File: src/rtl/pucch_cyc_shift_seq_gen.sv
// PUCCH cyclic-shift sequence generator: Gold c-sequence with multi-bit stepping,
// fast-forward to slot/symbol, and a prefetching valid/ready output of n_cs and alpha index.
module pucch_cyc_shift_seq_gen #(
   parameter int ADV_BITS = 8,
   parameter int NC       = 1600,
   parameter int N_RB_SC  = 12
) (
   input  logic        clk,
   input  logic        rst,
   input  logic        i_start,
   input  logic [2:0]  i_pucch_format,
   input  logic        i_ext_cp,
   input  logic [3:0]  i_m0,
   input  logic [3:0]  i_mcs,
   input  logic        i_interlace,
   input  logic [3:0]  i_nirb,
   input  logic [7:0]  i_nslot,
   input  logic [9:0]  i_nid,
   input  logic [15:0] i_rnti,
   input  logic [3:0]  i_start_sym,
   input  logic [3:0]  i_nsym,
   input  logic        i_ready,
   output logic        o_valid,
   output logic [7:0]  o_ncs,
   output logic [3:0]  o_alpha_idx,
   output logic [3:0]  o_sym,
   output logic        o_last,
   output logic        o_busy,
   output logic        o_err
);

   localparam int SHIFT = $clog2(ADV_BITS);

   typedef enum logic [2:0] {S_IDLE, S_LOAD, S_SKIP, S_GEN, S_OUT} state_t;
   state_t state, state_nx;

   logic [30:0] x1, x2, x1_nx, x2_nx, cinit_q, cinit_in;
   logic [19:0] skip_cnt, skip_bits, skip_k;
   logic [11:0] sym_pos;
   logic [6:0]  base_q, base_in;
   logic [5:0]  mint_in;
   logic [4:0]  nsymb_in;
   logic [3:0]  last_sym_q, sym_nx_q, gen_left;
   logic [2:0]  bit_idx;
   logic [7:0]  acc, acc_nx, src_ncs, pf_ncs;
   logic [ADV_BITS-1:0] bits;
   logic [8:0]  red;
   logic [3:0]  alpha_mod;
   logic        req_bad, accept, reject, step_en, gen_en, byte_done;
   logic        fire, out_free, load_out, pf_valid, pf_take, pf_valid_nx;

   // Request validation and configuration derived from the start-cycle inputs.
   always_comb begin
      nsymb_in  = i_ext_cp ? 5'd12 : 5'd14;
      req_bad   = (i_pucch_format > 3'd4) || (i_m0 > 4'd11) || (i_mcs > 4'd11) ||
                  (i_interlace && (i_nirb > 4'd9)) || (i_nsym == 4'd0) ||
                  (({1'b0, i_start_sym} + {1'b0, i_nsym}) > nsymb_in);
      accept    = (state == S_IDLE) && i_start && !req_bad;
      reject    = (state == S_IDLE) && i_start && req_bad;
      sym_pos   = 12'(nsymb_in) * 12'(i_nslot) + 12'(i_start_sym);
      skip_bits = 20'(NC) + {5'd0, sym_pos, 3'd0};
      skip_k    = skip_bits >> SHIFT;
      mint_in   = (i_interlace && (i_pucch_format <= 3'd1)) ? 6'(i_nirb) * 6'd5 : 6'd0;
      base_in   = 7'(i_m0) + 7'(i_mcs) + 7'(mint_in);
      cinit_in  = (i_pucch_format <= 3'd1) ? {21'd0, i_nid} : {i_rnti, 5'd0, i_nid};
   end

   // ADV_BITS LFSR steps per clock; bit j of 'bits' is the j-th c-sequence bit produced.
   always_comb begin
      x1_nx = x1;
      x2_nx = x2;
      bits  = '0;
      for (int j = 0; j < ADV_BITS; j++) begin
         bits[j] = x1_nx[0] ^ x2_nx[0];
         x1_nx   = {x1_nx[3] ^ x1_nx[0], x1_nx[30:1]};
         x2_nx   = {x2_nx[3] ^ x2_nx[2] ^ x2_nx[1] ^ x2_nx[0], x2_nx[30:1]};
      end
   end

   // Generator stalls only when both the output register and the prefetch slot are occupied.
   always_comb begin
      fire        = o_valid && i_ready;
      out_free    = !o_valid || fire;
      gen_en      = ((state == S_GEN) || (state == S_OUT)) && (gen_left != 4'd0) &&
                    (!pf_valid || out_free);
      step_en     = (state == S_SKIP) || gen_en;
      byte_done   = gen_en && (bit_idx == 3'(8 - ADV_BITS));
      acc_nx      = acc | (8'(bits) << bit_idx);
      load_out    = ((state == S_GEN) || (state == S_OUT)) && out_free && (pf_valid || byte_done);
      src_ncs     = pf_valid ? pf_ncs : acc_nx;
      pf_take     = byte_done && !(load_out && !pf_valid);
      pf_valid_nx = (pf_valid && !load_out) || pf_take;
   end

   // Modulo reduction by conditional subtraction of N_RB_SC*2^k; the sum never reaches 32*N_RB_SC.
   always_comb begin
      red = 9'(base_q) + 9'(src_ncs);
      for (int k = 4; k >= 0; k--) begin
         if (red >= 9'(N_RB_SC << k)) red = red - 9'(N_RB_SC << k);
      end
      alpha_mod = 4'(red);
   end

   always_comb begin
      state_nx = state;
      case (state)
         S_IDLE:  if (accept) state_nx = S_LOAD;
         S_LOAD:  state_nx = (skip_cnt == 20'd0) ? S_GEN : S_SKIP;
         S_SKIP:  if (skip_cnt == 20'd1) state_nx = S_GEN;
         S_GEN:   if (load_out) state_nx = S_OUT;
         S_OUT:   if (fire && o_last) state_nx = S_IDLE;
         default: state_nx = S_IDLE;
      endcase
   end

   always_ff @(posedge clk or negedge rst) begin
      if (!rst) state <= S_IDLE;
      else      state <= state_nx;
   end

   assign o_busy = (state != S_IDLE);

   always_ff @(posedge clk or negedge rst) begin
      if (!rst) begin
         x1          <= '0;
         x2          <= '0;
         cinit_q     <= '0;
         skip_cnt    <= '0;
         base_q      <= '0;
         last_sym_q  <= '0;
         sym_nx_q    <= '0;
         gen_left    <= '0;
         bit_idx     <= '0;
         acc         <= '0;
         pf_valid    <= 1'b0;
         pf_ncs      <= '0;
         o_valid     <= 1'b0;
         o_ncs       <= '0;
         o_alpha_idx <= '0;
         o_sym       <= '0;
         o_last      <= 1'b0;
         o_err       <= 1'b0;
      end else begin
         o_err <= reject;
         if (accept) begin
            cinit_q    <= cinit_in;
            skip_cnt   <= skip_k;
            base_q     <= base_in;
            last_sym_q <= 4'(i_start_sym + i_nsym - 4'd1);
            sym_nx_q   <= i_start_sym;
            gen_left   <= i_nsym;
         end
         if (state == S_LOAD) begin
            x1      <= 31'd1;
            x2      <= cinit_q;
            bit_idx <= '0;
            acc     <= '0;
         end else if (step_en) begin
            x1 <= x1_nx;
            x2 <= x2_nx;
         end
         if (state == S_SKIP) skip_cnt <= skip_cnt - 20'd1;
         if (gen_en) begin
            bit_idx <= byte_done ? 3'd0 : bit_idx + 3'(ADV_BITS);
            acc     <= byte_done ? 8'd0 : acc_nx;
         end
         if (byte_done) gen_left <= gen_left - 4'd1;
         pf_valid <= pf_valid_nx;
         if (pf_take) pf_ncs <= acc_nx;
         if (load_out) begin
            o_valid     <= 1'b1;
            o_ncs       <= src_ncs;
            o_alpha_idx <= alpha_mod;
            o_sym       <= sym_nx_q;
            o_last      <= (sym_nx_q == last_sym_q);
            sym_nx_q    <= sym_nx_q + 4'd1;
         end else if (fire) begin
            o_valid <= 1'b0;
            o_last  <= 1'b0;
         end
      end
   end

endmodule

File: config.mk
export PLATFORM = sky130hd
export DESIGN_NAME = pucch_cyc_shift_seq_gen
export DESIGN_NICKNAME = d
export VERILOG_FILES = /design/src/rtl/pucch_cyc_shift_seq_gen.sv
export SDC_FILE = /design/constraint.sdc
export NUM_CORES = 1
export LEC_CHECK = 0
export ABC_CLOCK_PERIOD_IN_PS = 6800
export CAP_MARGIN = 15
export CORE_MARGIN = 4
export CORE_UTILIZATION = 30
export DETAILED_ROUTE_END_ITERATION = 7
export GPL_TIMING_DRIVEN = 1
export PLACE_DENSITY = 0.53
export RECOVER_POWER = 50
export SLEW_MARGIN = 0
export SYNTH_ARGS = -nofsm -noshare
export SYNTH_HDL_FRONTEND = slang
export SYNTH_SLANG_ARGS = --single-unit
File: constraint.sdc
create_clock -name clk -period 6.8 [get_ports clk]
set_input_delay 0.68 -clock clk [delete_from_list [all_inputs] [get_ports clk]]
set_output_delay 0.68 -clock clk [all_outputs]
set_load 0.01 [all_outputs]
### Sequential cells grouped by signal name, run 1

Bar = 50 um. Other sequential cells in the stronger grey, the rest of the logic in the fainter grey.
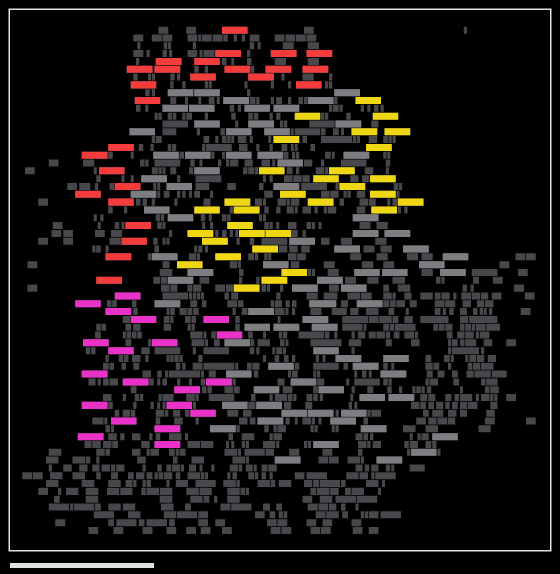
legend:
  `skip_cnt`:
    colour: magenta
    flops: 20
  `x1`:
    colour: yellow
    flops: 31
  `cinit_q`:
    colour: red
    flops: 26

### Metal layers overlaid, run 1

Bar = 50 um. Two of the layers only.
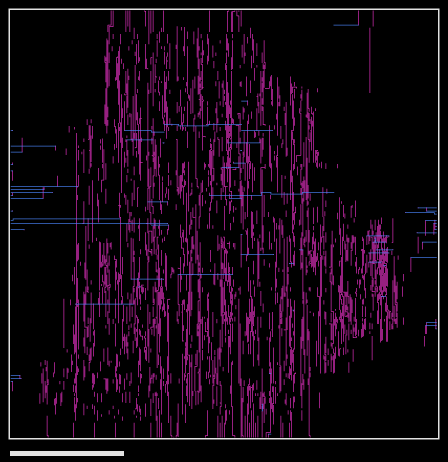
legend:
  met3:
    colour: blue
    wire_length: 631 um
  met2:
    colour: magenta
    wire_length: 10600 um

==> flow_metrics.env, run 1 <==
# yosys + openroad results
export IMPL_status="complete, but fails checks"
export IMPL_violations="capacitance limit, slew limit"
export IMPL_layout_top_cell="nand2_1"
export IMPL_diodes=0
export IMPL_routed_wl_um=22700
export IMPL_area_dominant_class="combinational gates"
export IMPL_num_multi_input_gates=811
export IMPL_initCoreUtil_pct=30.6
export IMPL_layout_setup_ws_ns=0.410
export IMPL_critPathCaptureType="register"
export IMPL_edf_count=0
export IMPL_rows=65
export IMPL_drt_iter0_drc=403
export IMPL_drc=0
export IMPL_grt_max_degree=94
export IMPL_nNetsFinal=1277
export IMPL_endpoint="o_alpha_idx[2]"
export IMPL_synth_async_reset_ratio_pct=100
export IMPL_tightest_slew_ns=5.09
export IMPL_cts_buffer_depth=2
export IMPL_ys_seq_share_pct=40.7
export IMPL_drv_cap=2
export IMPL_io_pins=83
export IMPL_clk_pin_slew_ns=0.06
export IMPL_clkbuf_count=23
export IMPL_timing_rr_end="o_alpha_idx[2]"
export IMPL_r2r_start="x2[0]"
export IMPL_clkLatencyLatePin_ns=0.42
export IMPL_cts_sinks=158
export IMPL_coreArea_sq_um=31700
export IMPL_overflow=0
export IMPL_regArea_sq_um=3960
export IMPL_die_y_um=188
export IMPL_nNonClkBuffers=96
export IMPL_grt_pass1_vias=7425
export IMPL_yosysChipArea_sq_um=9710
export IMPL_gp_congestion=0.818
export IMPL_worstPathArrival_ns=6.74
export IMPL_final_core_util_pct=36.8
export IMPL_yosys_area_share_aoi_pct=14.7
export IMPL_floorplan_nets=1208
export IMPL_xor_area_share_pct=6.21
export IMPL_path_delay_family="simple AND/OR/NAND/NOR gates"
export IMPL_maxSlewViolCount=109
export IMPL_combGateArea_sq_um=5460
export IMPL_wl_per_cell_um=14.6
export IMPL_crit_top_cell="ha_1"
export IMPL_path_class="reg -> reg"
export IMPL_drt_pass1_iter_count=5
export IMPL_nFillCells=3255
export IMPL_portBuffers=82
export IMPL_gr_usage_all_layers_pct=12.9
export IMPL_ant_nets=0
export IMPL_grt_pass1_wl_um=37800
export IMPL_dp_hpwl_um=16500
export IMPL_log_warning_count=31
export IMPL_hold_depth=2
export IMPL_max_freq_mhz=156
export IMPL_chipArea_sq_um=35300
export IMPL_skew_ns=0.00927
export IMPL_whs_endpoint="x1[16]"
export IMPL_period_used_pct=94.0
export IMPL_root_buffer="clkbuf_16"
export IMPL_design_seq_count=158
export IMPL_min_from="x1[16]"
export IMPL_avgViaCountPerCell=4.88
export IMPL_largest_area_cell="dfrtp_1"
export IMPL_hold_path_class="reg -> reg"
export IMPL_regToRegSetupSlack_ns=0.41
export IMPL_holdBufCountCts=0
export IMPL_path_buffers=2
export IMPL_r2r_cells=31
export IMPL_num_vias=7576
export IMPL_well_tap_count=402
export IMPL_synthFlopType="dfrtp_1"
export IMPL_synthTopCellsByArea="dfrtp_1 41%, nand2_1 8.1%, ha_1 8.0%"
### Clock distribution, run 1

Bar = 50 um.
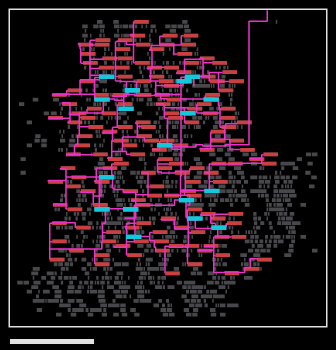
legend:
  clock wires:
    colour: magenta
    length: 2070 um
  flip-flops:
    colour: red
    count: 158
  cells driving clock nets:
    colour: cyan
    count: 17
routed clock nets: 18

run 1: where the power goes:
| group | leakage (nW) | total (W) | internal [W] | switching [W] |
|---|---|---|---|---|
| combinational | 3.09 | 0.000292 | 0.000135 | 0.000156 |
| sequential | 2.02 | 0.000940 | 0.000940 | 0 |
| clock | 0.290 | 0.00101 | 0.000635 | 0.000377 |
| total | 5.40 | 0.00224 | 0.00171 | 0.000534 |
run 1: cells by family (layout without fill, tap and decap cells):
| kind of cell | count (synthesis) | count (layout) |
|---|---|---|
| buffers and inverters | 98 | 180 |
| xor gates and xnor gates | 68 | 68 |
| AOI/OAI and AO/OA | 216 | 216 |
| muxes | 38 | 38 |
| DFF | 158 | 158 |
| and+or+nand+nor | 411 | 411 |
| adders and majority gates | 78 | 78 |
run 1: timing repair:
item,in CTS,in global routing
endpoints found under the hold margin,0,0
setup endpoints to repair,0,2
resized,0,16
setup buffers,0,4
run 1: stage by stage:
step / TNS (ns) / hold slack [ns]
2_1_floorplan: 0 / 0.384
3_3_place_gp: 0 / 0.451
3_5_place_dp: 0 / 0.456
4_1_cts: 0 / 0.404
5_1_grt: -0.0449 / 0.482
6_report: 0 / 0.468
run 1: flip-flops by register name, summed over array words and instances, names as in the netlist, 3 cells and up:
register,cells
gen_left,4
pf_ncs,8
sym_nx_q,4
x2,31
o_sym,4
o_alpha_idx,4
last_sym_q,4
o_ncs,8
x1,31
base_q,7
cinit_q,26
state,3
skip_cnt,20
run 1: per-layer routing:
layer  global-route usage [%]  routed length [um]
met1                     18.4               11200
met5                        0                  13
met3                     2.53                 630
met4                     2.99                 189
met2                     20.3               10600
==> inputs of run 2 (changes only) <==
Settings changed: CORE_UTILIZATION 30 to 35, PLACE_DENSITY 0.53 to 0.59.
### Cell classes on the final placement, run 2

Fill, decap, tap and diode cells in grey.
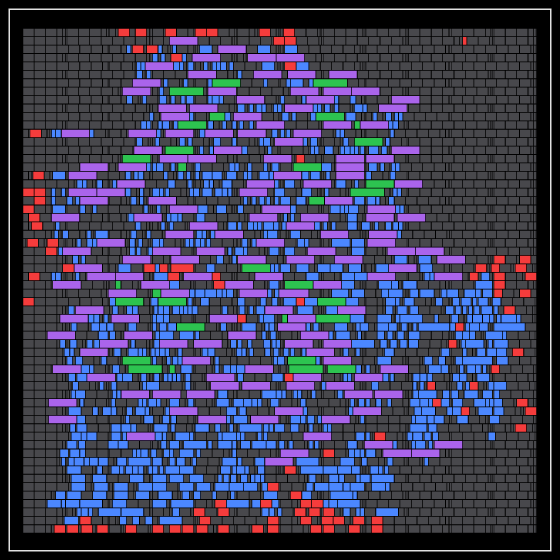
legend:
  all other logic:
    colour: blue
    cells: 863
    share_of_their_area: 50%
  clock drivers and dummy loads:
    colour: green
    cells: 31
    share_of_their_area: 5.9%
  flops:
    colour: purple
    cells: 158
    share_of_their_area: 35%
  other buffers and delay cells:
    colour: red
    cells: 99
    share_of_their_area: 8.5%

==> flow_metrics.env, run 2 <==
# yosys + openroad results
export IMPL_final_core_util_pct=43.2
export IMPL_log_warning_count=33
export IMPL_chipArea_sq_um=30500
export IMPL_switchingPower_w=0.000531
export IMPL_root_buffer="clkbuf_16"
export IMPL_r2r_start="x1[0]"
export IMPL_dr_max_layer_used="met5"
export IMPL_overflow=0
export IMPL_period_used_pct=94.7
export IMPL_dr_wl_met3_um=952
export IMPL_nFillCells=2680
export IMPL_path_delay_family="AND-OR/OR-AND gates"
export IMPL_maxSlewViolCount=104
export IMPL_largest_area_cell="dfrtp_1"
export IMPL_combGateArea_sq_um=5460
export IMPL_drt_iter0_drc=442
export IMPL_grt_max_degree=104
export IMPL_regToRegSetupSlack_ns=0.36
export IMPL_synth_async_reset_ratio_pct=100
export IMPL_whs_ns=0.467
export IMPL_initCoreUtil_pct=35.8
export IMPL_wl_met1_um=10600
export IMPL_pwr_share_comb_pct=12.6
export IMPL_diodes=0
export IMPL_layout_top_cell="nand2_1"
export IMPL_drv_cap=1
export IMPL_edf_count=0
export IMPL_ys_seq_share_pct=40.7
export IMPL_synthFlopType="dfrtp_1"
export IMPL_tightest_slew_ns=5.51
export IMPL_drc=0
export IMPL_gr_usage_all_layers_pct=14.7
export IMPL_r2r_cells=31
export IMPL_gp_congestion=0.809
export IMPL_grt_util_met2_pct=23.8
export IMPL_rows=60
export IMPL_avgViaCountPerCell=5.00
export IMPL_hold_path_class="reg -> reg"
export IMPL_num_vias=7613
export IMPL_drt_pass1_iter_count=5
export IMPL_violations="capacitance limit, slew limit"
export IMPL_min_from="x1[19]"
export IMPL_synthTopCellsByArea="dfrtp_1 41%, nand2_1 8.1%, ha_1 8.0%"
export IMPL_routed_wl_um=22300
export IMPL_whs_endpoint="x1[19]"
export IMPL_timing_rr_end="o_alpha_idx[2]"
export IMPL_nNetsFinal=1280
export IMPL_worstPathArrival_ns=6.79
export IMPL_status="complete, but fails checks"
export IMPL_path_class="reg -> reg"
export IMPL_crit_top_cell="inv_1"
export IMPL_cts_buffer_depth=2
export IMPL_power_internal_w=0.00178
export IMPL_sw_frac_of_total_pct=23.0
run 2: netlist changes by cell type in the layout (fill, tap and decap cells not counted), moves of 2 or more:
cell / previous run / this run
buf_4: 12 / 15
bufinv_16: 4 / 6
clkbuf_1: 6 / 1
clkdlybuf4s50_1: 64 / 80
clkinv_2: 0 / 4
clkinvlp_4: 4 / 2
dlygate4sd3_1: 17 / 1
ha_2: 1 / 3
run 2: kinds of logic (layout without fill, tap and decap cells):
| logic type | count (synthesis) | in the layout | share of synthesized area, % |
|---|---|---|---|
| flip-flops | 158 | 158 | 40.7 |
| AND/OR/NAND/NOR | 411 | 411 | 18.9 |
| adder cells (fa/ha/maj) | 78 | 78 | 11.3 |
| AND-OR/OR-AND | 216 | 216 | 14.7 |
| XOR/XNOR | 68 | 68 | 6.21 |
| multiplexers | 38 | 38 | 4.39 |
| buffers and inverters | 98 | 182 | 3.80 |
run 2: power by group through the flow:
| stage | Sequential (W) | Clock (W) | Combinational, W |
|---|---|---|---|
| 4_1_cts | 0.000940 | 0.00110 | 0.000298 |
| 3_5_place_dp | 0.000957 | 0 | 0.000296 |
| 3_3_place_gp | 0.000957 | 0 | 0.000293 |
| 5_1_grt | 0.000940 | 0.00115 | 0.000337 |
| 2_1_floorplan | 0.000958 | 0 | 0.000189 |
| 6_report | 0.000940 | 0.00108 | 0.000291 |
run 2: final cells by class:
type | instances | share of cell area, %
inverters | 52 | 1.67
repair buffers | 99 | 8.16
clock buffers | 19 | 3.87
clock inverters | 12 | 1.84
multi-input cells | 811 | 46.7
well taps | 372 | 3.98
flip-flops and latches | 158 | 33.8
run 2: timing repair:
item,CTS,global route
buffers inserted,0,7
endpoints found under the setup margin,0,2
gates resized,0,15
Power is estimated from default activity; no workload was simulated.
